===== src/rtl/mmu_hs_pkg.sv =====
// Shared types for the MMU handshake fabric: wait-merge FSM states and port limit.
package mmu_hs_pkg;

  localparam int unsigned MAX_PORTS = 16;

  typedef enum logic [1:0] {
    StIdle,
    StFire,
    StWaitFree,
    StRelease
  } wm_state_e;

endpackage


===== src/rtl/wait_merge_n_mmu_if.sv =====
// Handshake bundle between upstream ports, the N-way wait-merge and its downstream.
interface wait_merge_n_mmu_if #(
  parameter int unsigned NUM_PORTS = 4,
  parameter int unsigned DATA_W    = 32,
  parameter int unsigned TMO_W     = 8
);

  logic [NUM_PORTS-1:0]        i_mask;
  logic [NUM_PORTS-1:0]        i_drive;
  logic [NUM_PORTS*DATA_W-1:0] i_data;
  logic [NUM_PORTS-1:0]        o_free;
  logic                        o_driveNext;
  logic [NUM_PORTS*DATA_W-1:0] o_data;
  logic                        i_freeNext;
  logic                        o_err;
  logic [TMO_W-1:0]            i_tmo_thr;
  logic                        o_tmo;

  modport master (
    output i_mask, i_drive, i_data, i_freeNext, i_tmo_thr,
    input  o_free, o_driveNext, o_data, o_err, o_tmo
  );

  modport slave (
    input  i_mask, i_drive, i_data, i_freeNext, i_tmo_thr,
    output o_free, o_driveNext, o_data, o_err, o_tmo
  );

endinterface


===== src/rtl/wait_merge_slot_mmu.sv =====
// One input port of the wait-merge: pending flag, captured payload and misuse detection.
module wait_merge_slot_mmu #(
  parameter int unsigned DATA_W = 32
) (
  input  logic              clk,
  input  logic              rstn,
  input  logic              drive_i,
  input  logic              en_i,        // port participates and the FSM can accept now
  input  logic              pend_ign_i,  // pending is being cleared this cycle
  input  logic              clr_i,
  input  logic [DATA_W-1:0] data_i,
  output logic              pend_o,
  output logic              acc_o,
  output logic              err_o,
  output logic [DATA_W-1:0] data_o
);

  logic              pend_q, pend_d;
  logic [DATA_W-1:0] data_q, data_d;

  always_comb begin
    acc_o  = drive_i & en_i & (pend_ign_i | ~pend_q);
    err_o  = drive_i & ~acc_o;
    pend_d = pend_q;
    data_d = data_q;
    // A new arrival outranks the clear so a drive in the release cycle is kept.
    if (acc_o) begin
      pend_d = 1'b1;
      data_d = data_i;
    end else if (clr_i) begin
      pend_d = 1'b0;
    end
  end

  always_ff @(posedge clk or negedge rstn) begin
    if (!rstn) begin
      pend_q <= 1'b0;
      data_q <= '0;
    end else begin
      pend_q <= pend_d;
      data_q <= data_d;
    end
  end

  assign pend_o = pend_q;
  assign data_o = data_q;

endmodule


===== src/rtl/wait_merge_n_mmu.sv =====
// N-way wait-merge: joins per-port drive tokens into one merged downstream token.
// Optional partial-round timeout enabled by defining WAIT_MERGE_TIMEOUT_EN.
module wait_merge_n_mmu
  import mmu_hs_pkg::*;
#(
  parameter int unsigned NUM_PORTS = 4,
  parameter int unsigned DATA_W    = 32,
  parameter int unsigned TMO_W     = 8
) (
  input logic                clk,
  input logic                rstn,
  wait_merge_n_mmu_if.slave  bus
);

  wm_state_e            state_q, state_d;
  logic [NUM_PORTS-1:0] mask_q, mask_d;
  logic                 err_q, err_d;
  logic [NUM_PORTS-1:0] pend, acc, slot_err, en, mask_eff, free;
  logic [DATA_W-1:0]    slot_data [NUM_PORTS];
  logic                 round_start, pend_ign, clr_pend, complete, tmo_hit, drive_next;

  // A round opens on the first drive with nothing pending, or on a drive during release.
  assign round_start = (|bus.i_drive) &&
                       ((state_q == StIdle && pend == '0) || state_q == StRelease);
  assign mask_eff    = round_start ? bus.i_mask : mask_q;
  assign en          = (state_q inside {StIdle, StRelease}) ? mask_eff : '0;
  assign pend_ign    = (state_q == StRelease);
  assign clr_pend    = (state_q == StRelease) || tmo_hit;
  assign complete    = (state_q == StIdle) && (mask_eff != '0) &&
                       (((pend | acc) & mask_eff) == mask_eff);

  for (genvar k = 0; k < NUM_PORTS; k++) begin : g_slot
    wait_merge_slot_mmu #(
      .DATA_W(DATA_W)
    ) u_slot (
      .clk       (clk),
      .rstn      (rstn),
      .drive_i   (bus.i_drive[k]),
      .en_i      (en[k]),
      .pend_ign_i(pend_ign),
      .clr_i     (clr_pend),
      .data_i    (bus.i_data[k*DATA_W +: DATA_W]),
      .pend_o    (pend[k]),
      .acc_o     (acc[k]),
      .err_o     (slot_err[k]),
      .data_o    (slot_data[k])
    );
    assign bus.o_data[k*DATA_W +: DATA_W] = mask_q[k] ? slot_data[k] : '0;
  end

`ifdef WAIT_MERGE_TIMEOUT_EN
  logic [TMO_W-1:0] cnt_q, cnt_d;

  // The accepting cycle counts as the first cycle of the wait.
  assign tmo_hit = (state_q == StIdle) && (pend != '0) && (bus.i_tmo_thr != '0) &&
                   (acc == '0) && (cnt_q == bus.i_tmo_thr);

  always_comb begin
    cnt_d = '0;
    if (tmo_hit) begin
      cnt_d = '0;
    end else if (acc != '0) begin
      cnt_d = TMO_W'(1);
    end else if (state_q == StIdle && pend != '0) begin
      cnt_d = cnt_q + TMO_W'(1);
    end
  end

  always_ff @(posedge clk or negedge rstn) begin
    if (!rstn) begin
      cnt_q <= '0;
    end else begin
      cnt_q <= cnt_d;
    end
  end
`else
  logic unused_tmo_thr;
  assign unused_tmo_thr = ^bus.i_tmo_thr;
  assign tmo_hit        = 1'b0;
`endif

  always_comb begin
    state_d    = state_q;
    mask_d     = mask_q;
    drive_next = 1'b0;
    free       = '0;
    if (round_start) begin
      mask_d = bus.i_mask;
    end
    case (state_q)
      StIdle: begin
        if (complete) begin
          state_d = StFire;
        end else if (tmo_hit) begin
          free   = pend;
          mask_d = '0;
        end
      end
      StFire: begin
        drive_next = 1'b1;
        state_d    = StWaitFree;
      end
      StWaitFree: begin
        if (bus.i_freeNext) begin
          state_d = StRelease;
        end
      end
      StRelease: begin
        free    = mask_q;
        state_d = StIdle;
        if (!round_start) begin
          mask_d = '0;
        end
      end
      default: state_d = StIdle;
    endcase
  end

  assign err_d = err_q | (|slot_err) | (bus.i_freeNext && state_q != StWaitFree) | tmo_hit;

  always_ff @(posedge clk or negedge rstn) begin
    if (!rstn) begin
      state_q <= StIdle;
      mask_q  <= '0;
      err_q   <= 1'b0;
    end else begin
      state_q <= state_d;
      mask_q  <= mask_d;
      err_q   <= err_d;
    end
  end

  assign bus.o_driveNext = drive_next;
  assign bus.o_free      = free;
  assign bus.o_err       = err_q;
  assign bus.o_tmo       = tmo_hit;

endmodule


===== src/flat_wrapper.sv =====
// flat-port wrapper written by rule: the top's interface ports become plain ports
module wait_merge_n_mmu_flat import mmu_hs_pkg::*;
#(
  parameter int unsigned NUM_PORTS = 4,
  parameter int unsigned DATA_W    = 32,
  parameter int unsigned TMO_W     = 8
)
  (clk, rstn, bus_i_mask, bus_i_drive, bus_i_data, bus_i_freeNext, bus_i_tmo_thr, bus_o_free, bus_o_driveNext, bus_o_data, bus_o_err, bus_o_tmo);
  wait_merge_n_mmu_if #(.NUM_PORTS(NUM_PORTS), .DATA_W(DATA_W), .TMO_W(TMO_W)) bus_i ();
  input logic clk;
  input logic rstn;
  input wire logic [$bits(bus_i.i_mask)-1:0] bus_i_mask;
  input wire logic [$bits(bus_i.i_drive)-1:0] bus_i_drive;
  input wire logic [$bits(bus_i.i_data)-1:0] bus_i_data;
  input wire logic [$bits(bus_i.i_freeNext)-1:0] bus_i_freeNext;
  input wire logic [$bits(bus_i.i_tmo_thr)-1:0] bus_i_tmo_thr;
  output wire logic [$bits(bus_i.o_free)-1:0] bus_o_free;
  output wire logic [$bits(bus_i.o_driveNext)-1:0] bus_o_driveNext;
  output wire logic [$bits(bus_i.o_data)-1:0] bus_o_data;
  output wire logic [$bits(bus_i.o_err)-1:0] bus_o_err;
  output wire logic [$bits(bus_i.o_tmo)-1:0] bus_o_tmo;
  assign bus_i.i_mask = bus_i_mask;
  assign bus_i.i_drive = bus_i_drive;
  assign bus_i.i_data = bus_i_data;
  assign bus_i.i_freeNext = bus_i_freeNext;
  assign bus_i.i_tmo_thr = bus_i_tmo_thr;
  assign bus_o_free = bus_i.o_free;
  assign bus_o_driveNext = bus_i.o_driveNext;
  assign bus_o_data = bus_i.o_data;
  assign bus_o_err = bus_i.o_err;
  assign bus_o_tmo = bus_i.o_tmo;
  wait_merge_n_mmu #(.NUM_PORTS(NUM_PORTS), .DATA_W(DATA_W), .TMO_W(TMO_W)) u_core (.clk(clk), .rstn(rstn), .bus(bus_i));
endmodule

===== config.mk =====
export PLATFORM = sky130hd
export DESIGN_NAME = wait_merge_n_mmu_flat
export DESIGN_NICKNAME = d
export VERILOG_FILES = /design/src/rtl/mmu_hs_pkg.sv /design/src/rtl/wait_merge_n_mmu_if.sv /design/src/rtl/wait_merge_slot_mmu.sv /design/src/rtl/wait_merge_n_mmu.sv /design/src/flat_wrapper.sv
export SDC_FILE = /design/constraint.sdc
export NUM_CORES = 1
export LEC_CHECK = 0
export ABC_AREA = 1
export CAP_MARGIN = 20
export CORE_UTILIZATION = 39
export DETAILED_ROUTE_END_ITERATION = 16
export PLACE_DENSITY = 0.86
export SYNTH_ARGS = -nofsm -noshare
export SYNTH_HDL_FRONTEND = slang
export SYNTH_SLANG_ARGS = --single-unit

===== constraint.sdc =====
create_clock -name clk -period 2.08 [get_ports clk]
set_clock_uncertainty 0.15 [all_clocks]
set_input_delay 0.208 -clock clk [delete_from_list [all_inputs] [get_ports clk]]
set_output_delay 0.208 -clock clk [all_outputs]
set_load 0.02 [all_outputs]

==> images/drive_strength.png <==
Bar = 50 µm.
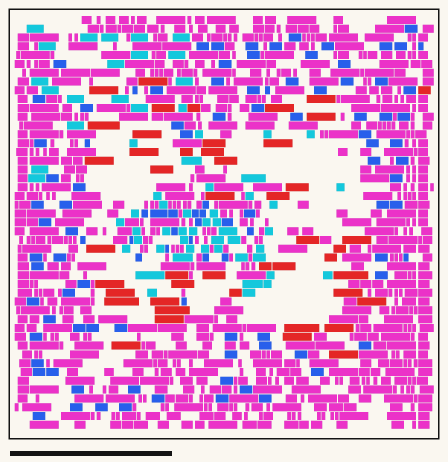
legend:
  red:
    size: drive 6 and up
    cells: 46
    share: 4.7%
  blue:
    size: drive 2
    cells: 105
    share: 11%
  cyan:
    size: drive 3 to 4
    cells: 63
    share: 6.5%
  magenta:
    size: drive 1 or less
    cells: 762
    share: 78%

==> deck_impl_summary.md <==
Physical Implementation Snapshot

Run status
  – Status: complete, but fails checks
  – Failing checks: setup timing

Power
  – Clock-net power: between 0.003 and 0.004 W
  – Comb. pwr: 0.00765 W
  – Top power group: combinational cells
  – Leakage: 6.44 nW
  – Sw Ratio: 36.4%
  – Peak supply drop: 0.749 mV
  – Reg power frac: 30.8%
  – Total power: 0.0156 W
  – Pwr per Cell Area: approximately 1500 nW/µm²
  – Clock share of power: roughly 20%
  – Internal power: 0.00990 W
  – Seq group: roughly 0.0048 W
  – Switching pwr: 0.00567 W

Floorplanning
  – Die Footprint: 17500 µm²
  – Num rows: 47
  – Tap Cells: 220
  – Die Span X: 132 µm
  – IO Count: 282
  – Core area: 16600 µm²
  – FP Core Util: 39.9%

Route
  – Iter 0 DRT Violations: 184
  – Drt via density: 4.49
  – Metal3 WL: between 1000 and 1500 µm
  – Vias: 5376
  – Final WL: 17400 µm
  – DR top layer: met4
  – Met2 routed WL: 8790 µm
  – Wl on met1: around 7400 µm

Logic synthesis
  – Synth top cells by count: nand2_1 (160), inv_1 (144), dfrtp_1 (139)
  – Synth Area in Adders: less than 1%
  – # Cells Yosys: 650
  – Top comb family, area: multiplexers
  – Yosys synthesis chip area: 6620 µm²
  – Top area cell types: dfrtp_1 (53%), mux2_2 (17%), nand2_1 (9.1%)
  – Predominant post-synthesis flop cell: dfrtp_1
  – Ao+oa area frac: 0.794%
  – Yosys simple share: 12.5%
  – MUX area fraction: 21.8%
  – Sequential element share of the synthesized area: 52.6%
  – Net count after synthesis: 802
  – Synth warn: 0
  – Most frequent cell after synthesis: nand2_1
  – Avg Inst Size Synth: 10.2 µm²
  – Mapped Cells: between 600 and 700

Critical path
  – CP Cell Sequence: inv_2 -> ha_4 -> inv_2 -> nor2_1 -> nand2_1 -> nand2_4 -> nand3b_1 -> buf_6 -> nand3_2 -> nand2_2 -> nor2_2 -> nand2_1 -> nand2_2 -> nand2_2 -> nand2_1 -> nand2_1
  – Critical path depth: 16
  – CP top delay family: simple AND/OR/NAND/NOR gates
  – Reg-to-reg endpoint: u_core.state_q[1]$_DFFE_PN0P_
  – R2r setup slk: -110 ps
  – Kind of critical path: flop to flop
  – Critical path startpoint category: flop
  – Register-to-Register Path Depth: 16
  – Maximum fanout along the worst path: 5
  – Crit path from: u_core.state_q[1]$_DFFE_PN0P_
  – CP Data Required Time: 2220 ps
  – R2R Path Start: u_core.state_q[1]$_DFFE_PN0P_
  – Worst setup path end: u_core.state_q[1]$_DFFE_PN0P_
  – CP max stage delay: 420 ps
  – Worst path arrival time: roughly 2300 ps

Finish
  – Sequential cell area share: 32.4%
  – Layout overhead on the synthesized area: 62.2%
  – Non-clock buffer share: 30.8%
  – Post-Route Utilization: 64.7%
  – Fin cells: 1196
  – Fraction of area in multi-input gates: 23.5%
  – Nets: 1117
  – Final Cell Area: about 11000 µm²
  – Inverter count: around 140
  – Proportion of layout cells with a drive suffix above 1: 21.9%
  – Reg area: 3480 µm²
  – Most frequent logic cell in the layout: nand2_1

Clock network
  – Clock latency on the worst-skew pair: 400 ps
  – H-tree Lvls: 4
  – CTS resizes: 137
  – CTS tree: yes
  – CTS max path bufs: 2
  – Post-CTS Hold Fix Bufs: 1
  – Clock buffers created by TritonCTS: 17
  – Clock sink count: 139
  – Setup bufs post-CTS: 6
  – CTS root buf: clkbuf_16

Timing
  – FMAX: 0.457 GHz
  – Tmin final: 2190 ps
  – Worst hold slack: around 140 ps
  – Final worst path period share: 105%
  – Setup-failing EPs final: 121
  – Final tally of max-slew violations: 0
  – Worst setup slack after layout: -110 ps
  – Hold Vio Cnt, Final: 0
  – Setup TNS: -5490 ps

Placement
  – I/O Buffers: 272
  – Post-DP Area: 9820 µm²
  – Placed cells: 1149
  – DP HPWL: 12200 µm

Global route
  – Gr ovfl total: 0
  – Largest net degree at the start of global routing: 48
  – Vias in the first global route: 5402
  – M3 GR Usage: 5.61%
  – Gr busiest metal: met2
  – Antenna violations before repair: 0

Hold path
  – Hold WC Path Type: primary input to asynchronous set/reset pin

Flow run
  – Count of tool warnings: roughly 40
  – Max-cap violations: 0
==> images/clock_map.png <==
Bar = 50 µm.
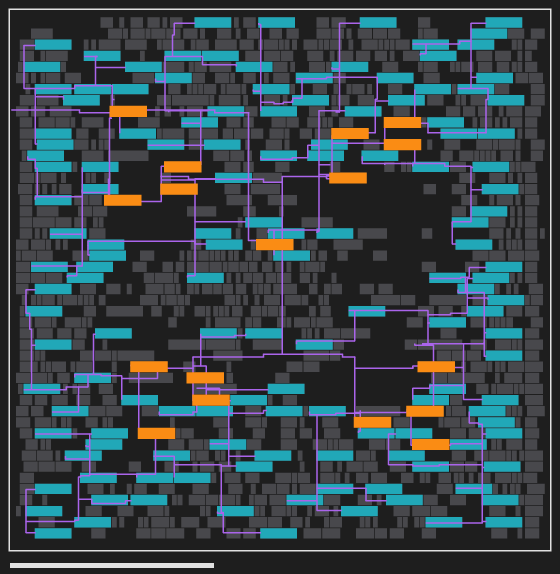
legend:
  purple:
    item: clock wires
    length: 1860 µm
  orange:
    item: cells driving clock nets
    count: 17
  cyan:
    item: flip-flops
    count: 139
routed clock nets: 18
flops lie: all over the die

Power figures rest on the tool's default switching activity, not on a simulated workload.
